util_map.png
The die is cut into 11 by 11 equal tiles; black is low, pale yellow is high, 0 to 100% covered.
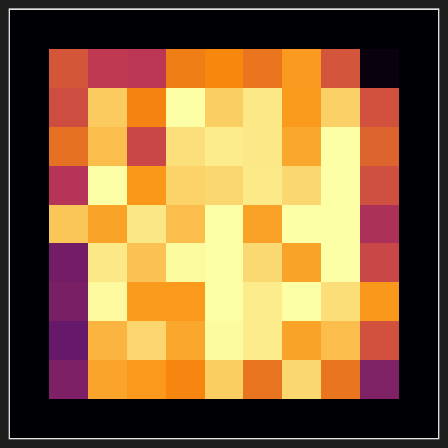
ff_map.png
The bar under the picture is 20 um long. Other sequential cells in the stronger grey, the rest of the logic in the fainter grey.
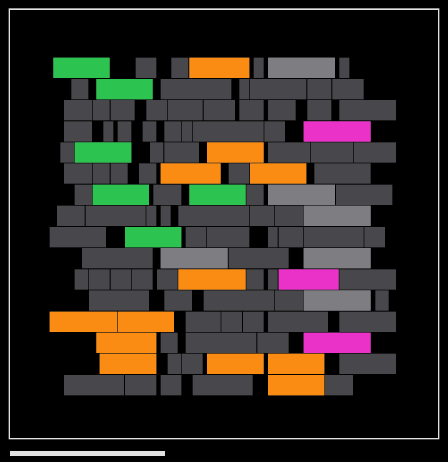
--- src/rtl/synch_filter.sv ---
// rtl/synch_filter.sv - multi-channel input synchronizer with glitch filter and edge pulses
// Each channel: STAGES-deep sync chain, saturating persistence counter, registered level and edge pulses.
module synch_filter #(
    parameter int              WIDTH   = 3,
    parameter int              STAGES  = 2,
    parameter int              FILT    = 4,
    parameter logic [WIDTH-1:0] RST_VAL = '0
) (
    input  logic             clk,
    input  logic             rstn,
    input  logic [WIDTH-1:0] A,
    input  logic             en,
    output logic [WIDTH-1:0] Y,
    output logic [WIDTH-1:0] rise,
    output logic [WIDTH-1:0] fall,
    output logic             chg
);

    localparam logic [3:0] CNT_MAX = 4'(FILT - 1);

    logic [WIDTH-1:0]      syncQ [STAGES];
    logic [WIDTH-1:0]      syncS;
    logic [WIDTH-1:0][3:0] cntQ;
    logic [WIDTH-1:0][3:0] cntNext;
    logic [WIDTH-1:0]      yQ;
    logic [WIDTH-1:0]      yNext;
    logic [WIDTH-1:0]      riseQ;
    logic [WIDTH-1:0]      riseNext;
    logic [WIDTH-1:0]      fallQ;
    logic [WIDTH-1:0]      fallNext;

    // The chain keeps sampling regardless of en so the filter sees fresh data on resume.
    always_ff @(posedge clk) begin
        if (!rstn) begin
            for (int k = 0; k < STAGES; k++) begin
                syncQ[k] <= RST_VAL;
            end
        end else begin
            syncQ[0] <= A;
            for (int k = 1; k < STAGES; k++) begin
                syncQ[k] <= syncQ[k-1];
            end
        end
    end

    assign syncS = syncQ[STAGES-1];

    // A channel's level is accepted only after FILT consecutive disagreeing samples.
    always_comb begin
        cntNext  = cntQ;
        yNext    = yQ;
        riseNext = '0;
        fallNext = '0;
        if (en) begin
            for (int i = 0; i < WIDTH; i++) begin
                if (syncS[i] == yQ[i]) begin
                    cntNext[i] = 4'd0;
                end else if (cntQ[i] < CNT_MAX) begin
                    cntNext[i] = cntQ[i] + 4'd1;
                end else begin
                    cntNext[i]  = 4'd0;
                    yNext[i]    = syncS[i];
                    riseNext[i] = syncS[i];
                    fallNext[i] = ~syncS[i];
                end
            end
        end
    end

    always_ff @(posedge clk) begin
        if (!rstn) begin
            cntQ  <= '0;
            yQ    <= RST_VAL;
            riseQ <= '0;
            fallQ <= '0;
        end else begin
            cntQ  <= cntNext;
            yQ    <= yNext;
            riseQ <= riseNext;
            fallQ <= fallNext;
        end
    end

    assign Y    = yQ;
    assign rise = riseQ;
    assign fall = fallQ;
    assign chg  = |{riseQ, fallQ};

endmodule

--- config.mk ---
export PLATFORM = sky130hd
export DESIGN_NAME = synch_filter
export DESIGN_NICKNAME = d
export VERILOG_FILES = /design/src/rtl/synch_filter.sv
export SDC_FILE = /design/constraint.sdc
export NUM_CORES = 1
export LEC_CHECK = 0
export CORE_MARGIN = 5
export CORE_UTILIZATION = 50
export CTS_BUF_LIST = sky130_fd_sc_hd__clkbuf_16
export DETAILED_ROUTE_END_ITERATION = 16
export GPL_TIMING_DRIVEN = 0
export PLACE_DENSITY = 0.82
export SETUP_SLACK_MARGIN = 0.2
export SLEW_MARGIN = 40
export SYNTH_ARGS = -nofsm -noshare
export SYNTH_HDL_FRONTEND = slang
export SYNTH_SLANG_ARGS = --single-unit
export TNS_END_PERCENT = 30
--- constraint.sdc ---
create_clock -name clk -period 1.2 [get_ports clk]
set_input_delay 0.24 -clock clk [delete_from_list [all_inputs] [get_ports clk]]
set_output_delay 0.24 -clock clk [all_outputs]
set_load 0.1 [all_outputs]
==> metrics.log <==
[flow] summary of implementation run
INFO  metric top_area_frac = 0.5327
INFO  metric detailroute.wirelength.met2 = 1.360 mm
INFO  metric global_route.peak_usage_layer = met2
INFO  metric min-delay-path-class = in2reg
INFO  metric largest_register_ff_count = 12
INFO  metric yosysChipArea = 0.001015 mm2
INFO  metric tritoncts_clock_tree = done
INFO  metric timing_worst_slew_pin_value = 0.5059 ns
INFO  metric route.vias.total = 833
INFO  metric groute.layer.met3.usage = 0.03753
INFO  metric power.sequential.fraction = 0.524
INFO  metric flops = 27
INFO  metric netSwitchingPower = 0.3408 mW
INFO  metric critical_path.startpoint = rise[2]
INFO  metric worstReg2RegEnd = cntQ[0]
INFO  metric num_antenna_cells = 0
INFO  metric first_global_vias = 809
INFO  metric finalMaxSlewViolations = 0
INFO  metric row_cnt = 16
INFO  metric well_tap_count = 27
INFO  metric ctsResizeCount = 51
INFO  metric rsz0062_at_grt = yes
INFO  metric comb-cell-share = 0.4116
INFO  metric cells_traversed_along_the_worst_timing_path = nor4_4 -> nand2_4 -> buf_8
INFO  metric number_of_antenna_violations_at_the_first_check_in_global_routing = 0
INFO  metric layout_setup_ws = -0.2506 ns
INFO  metric hold_ws = 0.3505 ns
INFO  metric p_int = 1.370 mW
INFO  metric clock-root-buffer = clkbuf_16
INFO  metric pre_cts_ws = -0.4002 ns
INFO  metric postSynth.topFlopCell = dfxtp_1
INFO  metric layout.area.top_class = logic gates
INFO  metric synthMuxAreaShare = 0.02959
INFO  metric violations = setup timing
INFO  metric clock_net_power = 0.727 mW
INFO  metric async_flop_share = 0
INFO  metric clk_pin_slew = 0.06 ns
INFO  metric drv.max_cap_violation_count = 0
INFO  metric post_route_cells_drive_above_1_share = 0.5172
INFO  metric num-nonclk-buffers = 20
INFO  metric final_cell_count_no_fill = 143
INFO  metric area.share.sequential = 0.3612
INFO  metric run_status = complete, but fails checks
INFO  metric timing.final.setup_violations = 2
INFO  metric area_delta_synth_final = 59.06%
INFO  metric post_cts_hold_buffer_count = 0
INFO  metric wl_met1 = 1.040 mm
INFO  metric post_cts.repair.setup_buffers = 1
Back to the opening pictures, util_map.png:
fullest tile: 100%
nearly empty tiles: 33%
tiles over 75% full: 45%
densest ninth of the die: centre
Layout Utilization: 0.8312
fraction of the core area occupied by cells at floorplan: 0.5226
Core Region: 0.001942 mm2

Back to the opening pictures, ff_map.png:
[orange] `cntQ` | sequential cells: 12
[green] `syncQ` | sequential cells: 6
[magenta] `fall` | sequential cells: 3
not coloured: 6

Power figures rest on the tool's default switching activity, not on a simulated workload.
